==> src/rtl/debounce_multi.sv <==
// N-channel push-button debouncer: 2-flop synchroniser, stability filter, press/release pulses.
// Long-press pulses are built only when LONG_PRESS_EN is defined; otherwise long_o is tied to 0.
module debounce_multi #(
    parameter int unsigned CHANNELS        = 2,
    parameter int unsigned DEBOUNCE_CYCLES = 270000,
    parameter int unsigned ACTIVE_LOW      = 1,
    parameter int unsigned LONG_CYCLES     = 27000000
) (
    input  logic                clk,
    input  logic                rst_n,
    input  logic [CHANNELS-1:0] btn_i,
    output logic [CHANNELS-1:0] level_o,
    output logic [CHANNELS-1:0] rise_o,
    output logic [CHANNELS-1:0] fall_o,
    output logic [CHANNELS-1:0] long_o
);

    localparam int unsigned     CNT_W    = $clog2(DEBOUNCE_CYCLES + 1);
    localparam logic [CNT_W-1:0] CNT_LAST = CNT_W'(DEBOUNCE_CYCLES - 1);

    if (CHANNELS < 1 || DEBOUNCE_CYCLES < 1 || LONG_CYCLES < 1) begin : g_bad_params
        $error("debounce_multi: CHANNELS, DEBOUNCE_CYCLES and LONG_CYCLES must be >= 1");
    end

    logic [CHANNELS-1:0] pressed_raw;
    logic [CHANNELS-1:0] sync1;
    logic [CHANNELS-1:0] sync2;
    logic [CHANNELS-1:0] accept_c;
    logic [CNT_W-1:0]    cnt [CHANNELS];

    assign pressed_raw = (ACTIVE_LOW != 0) ? ~btn_i : btn_i;

    // Synchroniser; reset value is the not-pressed level.
    always_ff @(posedge clk) begin
        if (!rst_n) begin
            sync1 <= '0;
            sync2 <= '0;
        end else begin
            sync1 <= pressed_raw;
            sync2 <= sync1;
        end
    end

    // A change is accepted on the last of DEBOUNCE_CYCLES consecutive differing samples.
    always_comb begin
        accept_c = '0;
        for (int ch = 0; ch < CHANNELS; ch++) begin
            accept_c[ch] = (sync2[ch] != level_o[ch]) && (cnt[ch] == CNT_LAST);
        end
    end

    always_ff @(posedge clk) begin
        if (!rst_n) begin
            level_o <= '0;
            rise_o  <= '0;
            fall_o  <= '0;
            cnt     <= '{default: '0};
        end else begin
            level_o <= level_o ^ accept_c;
            rise_o  <= accept_c & sync2;
            fall_o  <= accept_c & ~sync2;
            for (int ch = 0; ch < CHANNELS; ch++) begin
                if ((sync2[ch] == level_o[ch]) || accept_c[ch]) begin
                    cnt[ch] <= '0;
                end else begin
                    cnt[ch] <= cnt[ch] + CNT_W'(1);
                end
            end
        end
    end

`ifdef LONG_PRESS_EN
    localparam int unsigned       LONG_W   = $clog2(LONG_CYCLES + 1);
    localparam logic [LONG_W-1:0] LONG_MAX = LONG_W'(LONG_CYCLES);

    logic [LONG_W-1:0] hold [CHANNELS];

    // Hold counter saturates at LONG_MAX so the pulse fires once per press.
    always_ff @(posedge clk) begin
        if (!rst_n) begin
            long_o <= '0;
            hold   <= '{default: '0};
        end else begin
            for (int ch = 0; ch < CHANNELS; ch++) begin
                long_o[ch] <= level_o[ch] && (hold[ch] == LONG_MAX - LONG_W'(1));
                if (!level_o[ch]) begin
                    hold[ch] <= '0;
                end else if (hold[ch] != LONG_MAX) begin
                    hold[ch] <= hold[ch] + LONG_W'(1);
                end
            end
        end
    end
`else
    assign long_o = '0;
`endif

endmodule

==> config.mk <==
export PLATFORM = sky130hd
export DESIGN_NAME = debounce_multi
export DESIGN_NICKNAME = d
export VERILOG_FILES = /design/src/rtl/debounce_multi.sv
export SDC_FILE = /design/constraint.sdc
export NUM_CORES = 1
export LEC_CHECK = 0
export CORE_MARGIN = 5
export CORE_UTILIZATION = 55
export CTS_BUF_LIST = sky130_fd_sc_hd__clkbuf_4
export CTS_CLUSTER_DIAMETER = 30
export DETAILED_ROUTE_END_ITERATION = 16
export GPL_ROUTABILITY_DRIVEN = 0
export PLACE_DENSITY = 0.83
export RECOVER_POWER = 25
export SYNTH_ARGS = -nofsm -noshare
export SYNTH_HDL_FRONTEND = slang
export SYNTH_SLANG_ARGS = --single-unit
==> constraint.sdc <==
create_clock -name clk -period 1.6 [get_ports clk]
set_input_delay 0.24 -clock clk [delete_from_list [all_inputs] [get_ports clk]]
set_output_delay 0.24 -clock clk [all_outputs]
set_load 0.02 [all_outputs]
m1.png
(4 px per um) Cells faint in the background.
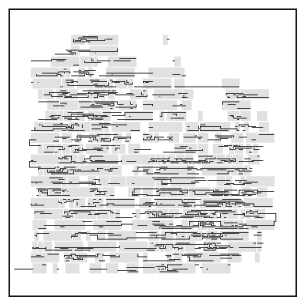
The wires run mostly horizontal. The layer holds 43% of the routed length. 264 nets have wire on it. The layer carries 1870 um of wire.

m2.png
(6 px per um)
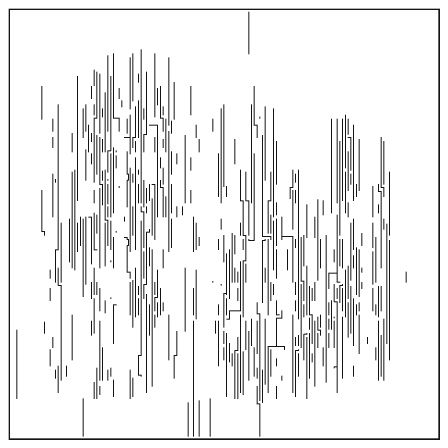
The layer holds 51% of the routed length. The longest straight run is 25.5 um. The layer carries 2230 um of wire. 240 nets have wire on it. The wires run mostly vertical.
vias: 1730
total wire length: 4.34 mm
met2 GRT Util: 30.9%

m3.png
(4 px per um) Cells faint in the background.
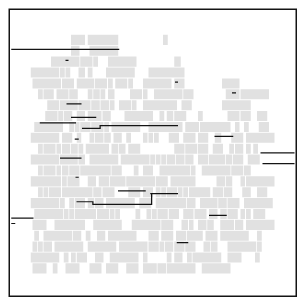
13 nets have wire on it. The longest straight run is 26.7 um. The layer carries 145 um of wire.

pinout.png
(6 px per um) Pins as bars across the die edge, other pins in gray.
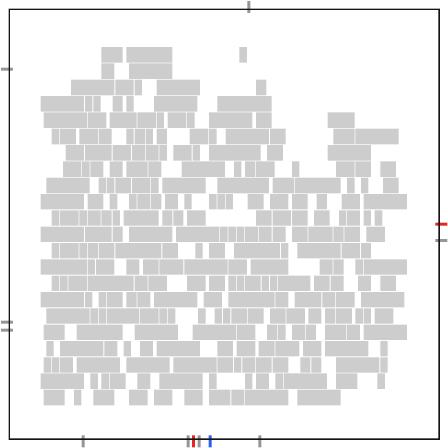
Red marks `fall_o`, pins 2, direction output, edge 1 right, 1 bottom. Blue marks `rst_n`, pins 1, direction input, edge bottom.
All pins by edge: 6 bottom, 3 left, 2 right, 1 top.

congestion_map.png
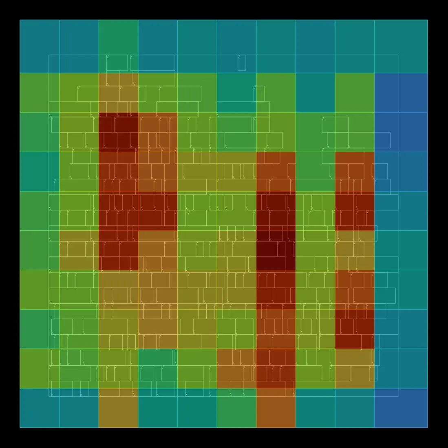
Final Util: 69.2%
Tot GR Track Use: 18.2%

==> flow_summary.ini <==
; generated from flow reports
[outcome]
status = completed

[setup_path]
r2r_setup_slack_ns = 0.03
required_ns = 1.92
path_buffers = 0
crit_start = cnt[20]
worstPathCellList = ha_4 -> nand3_2 -> or4_4 -> or3_1 -> a21oi_1

[logic_synthesis]
synthAoiAreaFrac_pct = 3.68
synthTopCellsByCount = 48 x dfxtp_1, 45 x nor2_1, 25 x xnor2_1
syn_inst = 232
synth_top_flop_cell = dfxtp_1
yosys.stat.seqShare_pct = 46.3
fa_ha_area_share_pct = 1.21
edf_count = 0

[placement]
pre_cts_ws_ns = 0.0308
hpwl_mm = 3.03

[route]
ant_nets = 0
drt_iter0_drc = 114
first_pass_iters = 4
highest_layer = met4

[finish]
seq_share_pct = 38.5
nNonClkBuffers = 36
design_area_sq_mm = 0.00253
largest_register = cnt
lay_top_cells = 45 x nor2_1, 40 x dfxtp_1, 25 x xnor2_1, 25 x buf_4, 14 x nand4_1
comb_share_pct = 45.1
drive_gt1_share_pct = 22.4
register_area_sq_um = 976
n_all_inverters = 9

[clocking]
cts_max_level = 2
postCtsSetupRepairBufs = 2
cts_buffers = 5
cts.sinks = 48

[global_routing]
antenna_found_initial = 0
grt_max_degree = 16

[hold_path]
min_to = sync1[0]
hold_depth = 2

[timing]
fin_ws_ns = 0.0293

[die]
die_h_um = 71.4

[flow_run]
drv_cap = 0
